**config.mk**
```make
export PLATFORM = sky130hd
export DESIGN_NAME = ser_deframer
export DESIGN_NICKNAME = d
export VERILOG_FILES = /design/src/rtl/ser_pkg.sv /design/src/rtl/ser_out_buf.sv /design/src/rtl/ser_deframer.sv
export SDC_FILE = /design/constraint.sdc
export NUM_CORES = 1
export LEC_CHECK = 0
export ABC_AREA = 1
export CORE_MARGIN = 5
export CORE_UTILIZATION = 30
export DETAILED_ROUTE_END_ITERATION = 10
export PLACE_DENSITY_LB_ADDON = 0.08
export SKIP_LAST_GASP = 1
export SYNTH_ARGS = -nofsm -noshare
export SYNTH_HDL_FRONTEND = slang
export SYNTH_SLANG_ARGS = --single-unit
export TNS_END_PERCENT = 5
```
**constraint.sdc**
```tcl
create_clock -name clk -period 1.06 [get_ports clk]
set_input_delay 0.106 -clock clk [delete_from_list [all_inputs] [get_ports clk]]
set_output_delay 0.106 -clock clk [all_outputs]
set_load 0.01 [all_outputs]
```
**src/rtl/ser_pkg.sv**
```systemverilog
// Framing definitions shared by the serializer and the deframer so both ends agree on line levels and states.
package ser_pkg;
  typedef enum logic [1:0] {IDLE, DATA, PARITY, STOP} ser_state_e;

  localparam logic START_BIT  = 1'b0;
  localparam logic STOP_BIT   = 1'b1;
  localparam logic IDLE_LEVEL = 1'b1;
endpackage

```
**src/rtl/ser_out_buf.sv**
```systemverilog
// One-entry valid/ready holding register for received words; flags an overrun when a
// good word arrives while the held word is neither empty nor being drained.
module ser_out_buf #(
  parameter int DATA_WIDTH = 8
) (
  input  logic                  clk,
  input  logic                  rst,
  input  logic                  load_i,
  input  logic [DATA_WIDTH-1:0] word_i,
  input  logic                  ready_i,
  output logic [DATA_WIDTH-1:0] data_o,
  output logic                  valid_o,
  output logic                  overrun_o
);
  logic [DATA_WIDTH-1:0] data_q;
  logic                  valid_q;
  logic                  overrun_q;

  always_ff @(posedge clk or negedge rst) begin
    if (!rst) begin
      data_q    <= '0;
      valid_q   <= 1'b0;
      overrun_q <= 1'b0;
    end else begin
      overrun_q <= 1'b0;
      if (load_i) begin
        // A word leaving this cycle frees the slot for the arriving one.
        if (!valid_q || ready_i) begin
          data_q  <= word_i;
          valid_q <= 1'b1;
        end else begin
          overrun_q <= 1'b1;
        end
      end else if (valid_q && ready_i) begin
        valid_q <= 1'b0;
      end
    end
  end

  assign data_o    = data_q;
  assign valid_o   = valid_q;
  assign overrun_o = overrun_q;
endmodule

```
**src/rtl/ser_deframer.sv**
```systemverilog
// Serial receive deframer: start bit, DATA_WIDTH data bits LSB-first, optional even parity, stop bit.
// Define SER_DEFRAMER_PARITY_EN to expect a parity bit between the data and stop bits.
module ser_deframer
  import ser_pkg::*;
#(
  parameter int DATA_WIDTH = 8
) (
  input  logic                  clk,
  input  logic                  rst,
  input  logic                  ser_in,
  output logic [DATA_WIDTH-1:0] data_out,
  output logic                  data_valid,
  input  logic                  data_ready,
  output logic                  frame_err,
  output logic                  overrun
);
  localparam int CNT_W = $clog2(DATA_WIDTH + 1);
  localparam logic [CNT_W-1:0] LAST_BIT = CNT_W'(DATA_WIDTH - 1);

  ser_state_e            state_q;
  logic [DATA_WIDTH-1:0] shift_q;
  logic [CNT_W-1:0]      bit_cnt_q;
  logic                  frame_err_q;
  logic                  stop_ok;
  logic                  load;
`ifdef SER_DEFRAMER_PARITY_EN
  logic                  par_q;

  always_comb begin
    stop_ok = (ser_in == STOP_BIT) && ((^shift_q ^ par_q) == 1'b0);
  end
`else
  always_comb begin
    stop_ok = (ser_in == STOP_BIT);
  end
`endif

  assign load = (state_q == STOP) && stop_ok;

  always_ff @(posedge clk or negedge rst) begin
    if (!rst) begin
      state_q     <= IDLE;
      shift_q     <= '0;
      bit_cnt_q   <= '0;
      frame_err_q <= 1'b0;
`ifdef SER_DEFRAMER_PARITY_EN
      par_q       <= 1'b0;
`endif
    end else begin
      frame_err_q <= 1'b0;
      case (state_q)
        IDLE: begin
          if (ser_in == START_BIT) begin
            state_q   <= DATA;
            bit_cnt_q <= '0;
          end
        end
        DATA: begin
          shift_q   <= (shift_q & ~(DATA_WIDTH'(1) << bit_cnt_q))
                     | (DATA_WIDTH'(ser_in) << bit_cnt_q);
          bit_cnt_q <= bit_cnt_q + CNT_W'(1);
          if (bit_cnt_q == LAST_BIT) begin
`ifdef SER_DEFRAMER_PARITY_EN
            state_q <= PARITY;
`else
            state_q <= STOP;
`endif
          end
        end
`ifdef SER_DEFRAMER_PARITY_EN
        PARITY: begin
          par_q   <= ser_in;
          state_q <= STOP;
        end
`endif
        STOP: begin
          // Bad frames report here and never reach the output buffer.
          frame_err_q <= !stop_ok;
          state_q     <= IDLE;
        end
        default: state_q <= IDLE;
      endcase
    end
  end

  assign frame_err = frame_err_q;

  ser_out_buf #(
    .DATA_WIDTH(DATA_WIDTH)
  ) u_out_buf (
    .clk      (clk),
    .rst      (rst),
    .load_i   (load),
    .word_i   (shift_q),
    .ready_i  (data_ready),
    .data_o   (data_out),
    .valid_o  (data_valid),
    .overrun_o(overrun)
  );
endmodule

```
==> run_1/placement.png <==
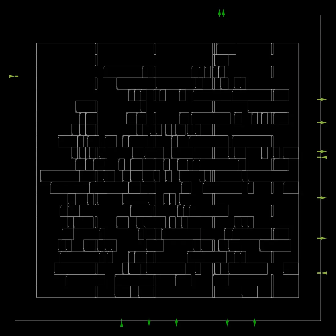
sequential share of cell area: 0.408
fillers: 387

==> run_1/clk_routes.png <==
Scale bar: 20 um.
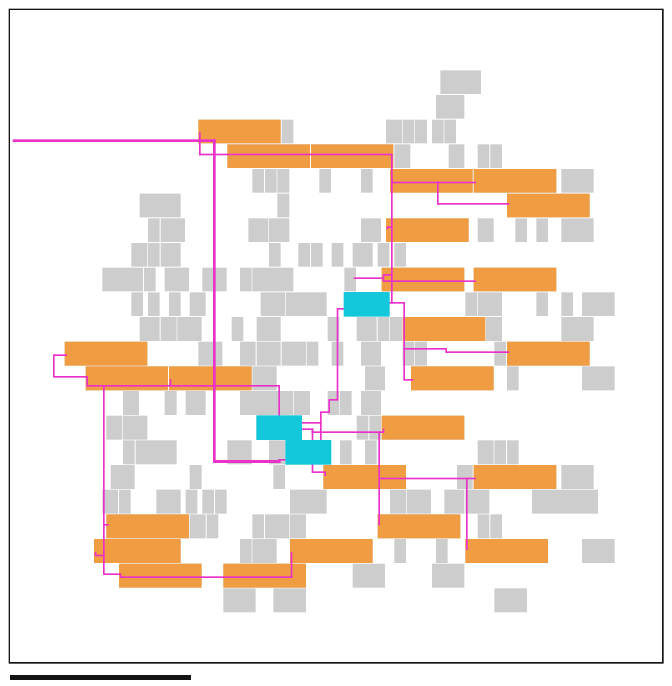
[cyan] clock drivers | count: 3
[magenta] clock wires | length: 319 um
[orange] flip-flops | count: 25
routed clock nets: 4

==> ci_impl_report.md, run 1 <==
### Yosys + OpenROAD results

| Metric | Value |
|---|---|
| Setup violations, final | `18` |
| Top cells by area | `dfrtp_1 (54%), nand2_1 (17%), ha_1 (5.4%), nand4_1 (4.9%), nand3_1 (4.8%)` |
| Synth Instances | `130` |
| Ys Warns | `0` |
| Ys cells | `130` |
| Slowest stage delay, CP | `0.53 ns` |
| Crit path to | `data_out[0]` |
| Top Layout Cells | `nand2_1 (51), dfrtp_1 (24), buf_4 (19)` |
| Failing checks | `negative setup slack` |
| Status | `complete, but fails checks` |
| Final Hold Fails | `0` |
| FF-to-FF Start | `bit_cnt_q[1]` |
| H-tree depth | `1` |
| TNS Setup | `-2.05 ns` |
| CP Launch Type | `flip-flop` |
| Yosys simple share | `0.334` |
| Layout Area Growth over Synthesis | `33.8%` |
| Cycle use final | `1.19` |
| Post-Synth XOR/XNOR Area | `0` |
| Pins Over Slew Limit | `0` |
| Lkg Pwr | `0.000789 uW` |
| Switching pwr | `1720 uW` |
| Final nets | `175` |
| Switching portion of total power | `0.388` |
| R2R Setup Slk | `-0.07 ns` |
| Clk pin slew, worst setup/hold paths | `0.08 ns` |
| Worst-skew pair later-pin latency | `0.26 ns` |
| Crit-path slowest cell | `clkdlybuf4s50_1` |
| Placement Rows | `22` |
| Crit path launch | `u_out_buf.data_o[0]` |
| Setup slack after layout | `-0.197 ns` |
==> run_1/wires.png <==
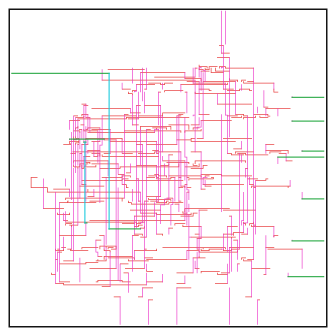
[green] metal 3 | wire length: 86.9 um
[cyan] metal 4 | wire length: 53.7 um
[red] metal 1 | wire length: 1190 um
[magenta] metal 2 | wire length: 1190 um
Via Count: 939
GRT Overall Usage: 0.111
Wirelength per Cell: 11.9 um
final wirelength: 2.53 mm

==> run_1/placement_by_type.png <==
Fill, decap, tap and diode cells in gray.
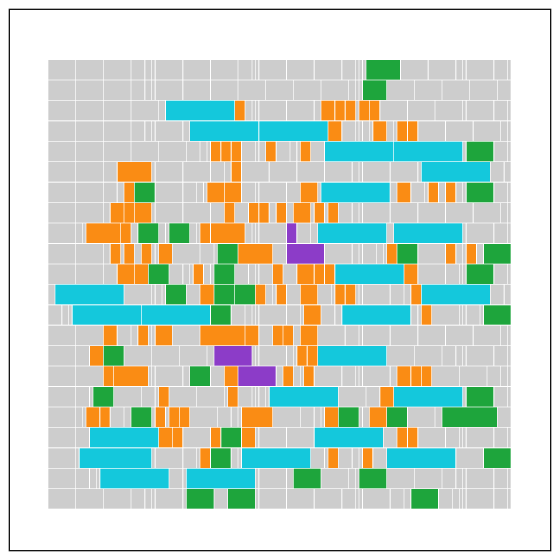
[orange] combinational and other logic | cells: 102 | share of their area: 34%
[purple] clock drivers and dummy loads | cells: 4 | share of their area: 3.1%
[cyan] sequential cells | cells: 25 | share of their area: 42%
[green] remaining buffers and delay cells | cells: 34 | share of their area: 21%
final non-filler cell area: 1540 um2
core box area: 3690 um2

## run 1: synth_stat cells
library cell / count
nand4_1: 9
ha_1: 5
nand3_1: 11
nor3_1: 4
dfrtp_1: 25
nor2_1: 4
nor2_4: 1
or2_1: 1
buf_4: 1
nor4_1: 1
clkbuf_1: 1
nor3_4: 1
nand2_1: 51
inv_1: 7
buf_6: 1
nand2_2: 1
inv_2: 2
a21oi_1: 1
o21ai_0: 3
## run 1: worst register-to-register path: stages, from the launching register on
cell and delay (ns):
dfrtp_1 0.41, inv_1 0.17, ha_1 0.24, nand4_1 0.11, nand2_1 0.07, nand2_1 0.04
## run 1: flip-flops by register name, indices dropped and copies added, names as in the netlist
name and cells:
state_q 2, u_out_buf.data_o 8, u_out_buf.valid_o 1, shift_q 8, u_out_buf.overrun_o 1, frame_err 1, bit_cnt_q 4
## run 1: layout make-up
cell class / instances / area [um2] / share of cell area
sequential: 25 / 627 / 0.408
multi-input combinational: 93 / 467 / 0.304
timing repair buffer: 34 / 304 / 0.198
tap: 48 / 60.1 / 0.0391
clock buffer: 4 / 45.0 / 0.0293
inverter: 9 / 33.8 / 0.0220
## run 1: layer usage
| metal | GRT usage | vias up | wire length [um] |
|---|---|---|---|
| li1 | - | 494 | - |
| met1 | 0.141 | 428 | 1190 |
| met2 | 0.178 | 13 | 1190 |
| met3 | 0.0266 | 4 | 86 |
| met4 | 0.0501 | 0 | 53 |
| met5 | 0 | - | 0 |
## run 1: stage by stage
stage / total power [uW] / instance area [um2]
6_report: 4420 / 1540
5_1_grt: 4830 / 1540
4_1_cts: 4490 / 1530
3_5_place_dp: 3940 / 1490
3_3_place_gp: 3910 / 1490
2_1_floorplan: 2830 / 1150
## run 1: repair_timing
action,in CTS,in global routing
resized,1,1
hold endpoints to repair,0,0
cloned,0,0
setup endpoints to repair,22,32
==> run 2, diff against run 1 <==
--- a/config.mk
+++ b/config.mk
@@ -9,7 +9,7 @@
 export CORE_MARGIN = 5
 export CORE_UTILIZATION = 30
 export DETAILED_ROUTE_END_ITERATION = 10
-export PLACE_DENSITY_LB_ADDON = 0.08
+export PLACE_DENSITY_LB_ADDON = 0.2
 export SKIP_LAST_GASP = 1
 export SYNTH_ARGS = -nofsm -noshare
 export SYNTH_HDL_FRONTEND = slang
==> run 2 against run 1 <==
- the flow still finishes with violations (negative setup slack)
- hold slack got worse by 0.0040 ns
- maximum frequency down 0.58%
- critical path depth did not move
- register-to-register slack worse by 0.04 ns
- wire length is 5.8% lower
- sequential power is essentially flat
- clock power is 5.5% higher
- clock skew is 0.0031 ns lower
- largest power group unchanged
- highest routed layer unchanged
==> ci_impl_report.md, run 2 <==
### Yosys + OpenROAD results

| Metric | Value |
|---|---|
| Pins Over Slew Limit | `0` |
| Slowest stage delay, CP | `0.53 ns` |
| Met3 Use GR | `0.0154` |
| Top cells by area | `dfrtp_1 (54%), nand2_1 (17%), ha_1 (5.4%), nand4_1 (4.9%), nand3_1 (4.8%)` |
| Setup violations, final | `21` |
| Synth Instances | `130` |
| GR Util met2 | `0.158` |
| Status | `complete, but fails checks` |
| Lkg Pwr | `0.000788 uW` |
| Most frequent cell after synthesis | `nand2_1` |
| Core box area | `3690 um2` |
| GRT Overall Usage | `0.100` |
| Final nets | `174` |
| Top Layout Cells | `nand2_1 (51), dfrtp_1 (24), buf_4 (18)` |
| Clk pin slew, worst setup/hold paths | `0.09 ns` |
| FF-to-FF Start | `bit_cnt_q[1]` |
| Ys Warns | `0` |
| Setup slack after layout | `-0.205 ns` |
| Final Hold Fails | `0` |
| Failing checks | `negative setup slack` |
| Layout Area Growth over Synthesis | `33.2%` |
| Post-synth EDFFs | `0` |
[run 2: per-stage QoR]
stage               power (uW)   util  hold slack (ns)  instance area, um2  instances
finish                    4310  0.415            0.188                1530        212
global route              4670  0.415            0.204                1530        212
CTS                       4360  0.414            0.191                1530        212
detailed placement        3820  0.402            0.458                1480        208
global placement          3780  0.402            0.458                1480        208
floorplan                 2830      -           -0.190                1150        130
[run 2: layout make-up]
type | instances | area, um2
Fill cell | 389 | 2160
Clock inverter | 1 | 7.51
Tap cell | 48 | 60.1
Clock buffer | 3 | 41.3
Timing Repair Buffer | 33 | 294
Sequential cell | 25 | 627
Inverter | 9 | 33.8
Multi-Input combinational cell | 93 | 467
[run 2: cells by family after synthesis]
group,share of synthesized area
adder cells (fa/ha/maj),0.0545
buffers and inverters,0.0490
flip-flops,0.545
AND/OR/NAND/NOR,0.334
AND-OR/OR-AND,0.0174
[run 2: metal layers]
layer	wire, um	share of wire	up-vias
met3	99	0.042	4
met1	1100	0.46	470
met5	0	0	-
met2	1120	0.47	18
met4	55	0.023	0
li1	-	-	490
[run 2: timing repair]
action                                 4_1_cts  5_1_grt
endpoints found under the hold margin        0        0
pin swaps                                    0        0
hold buffers                                 0        0
gates resized                                3        1
setup endpoints to repair                   27       30
[run 2: worst paths after layout]
kind                                  endpoint  slack, ns  depth (start not counted)
max                                data_out[4]      -0.20                          1
min                          u_out_buf.valid_o       0.19                          2
max reg2reg                         shift_q[0]      -0.11                          5
min reg2reg                u_out_buf.data_o[3]       0.48                          2
max in group asynchronous         bit_cnt_q[0]       0.72                          2
min in group clk           u_out_buf.data_o[3]       0.48                          2
[run 2: power breakdown]
part,switching [uW],internal (uW),leakage [uW]
Clock,307,266,0.0000217
Sequential,314,1380,0.000311
Combinational,1080,957,0.000455
==> run_2/placement_by_type.png <==
Fill, decap, tap and diode cells in gray.
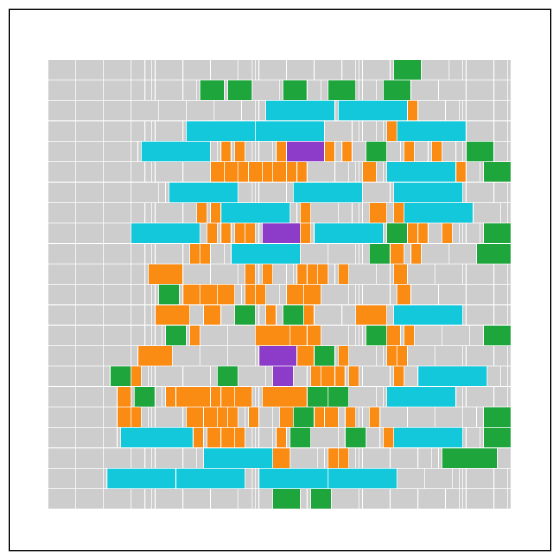
Placement Rows: 22
sequential share of cell area: 0.410
Core Util, Final: 0.415
final non-filler cell area: 1530 um2

==> run_2/clk_routes.png <==
Scale bar: 20 um.
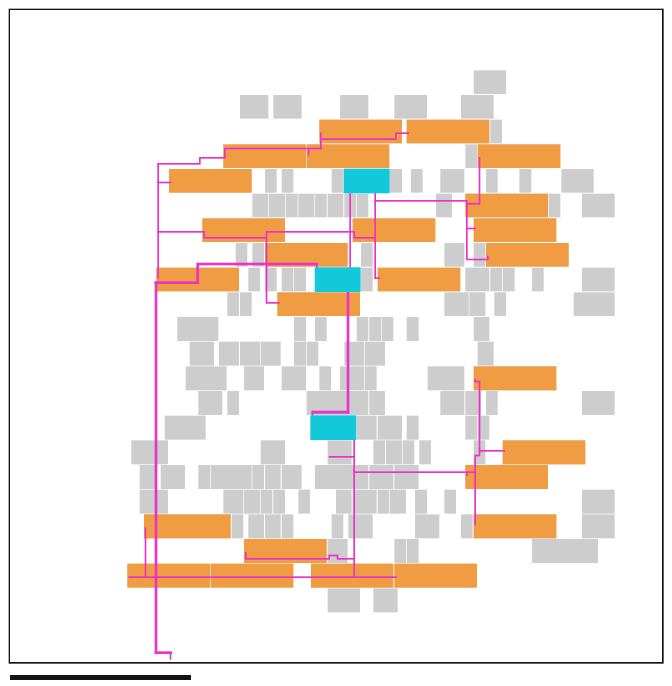
clock skew: 0.00428 ns
Clock power frac: 0.133
worst-skew pair later-pin latency: 0.27 ns

==> run_2/io_placement.png <==
Pins as bars across the die edge, other pins in gray.
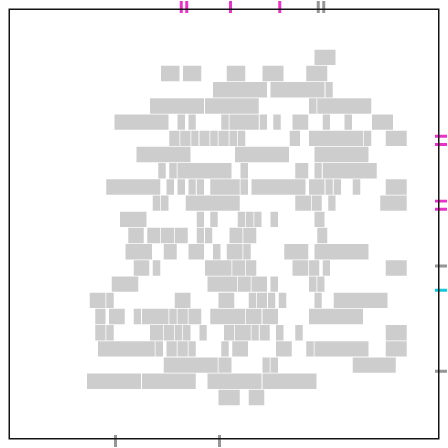
[magenta] data_out | pins: 8 | direction: output | edge: 4 east, 4 north
[cyan] frame_err | pins: 1 | direction: output | edge: east
all pins by edge: 7 east, 6 north, 2 south

Power figures rest on the tool's default switching activity, not on a simulated workload.
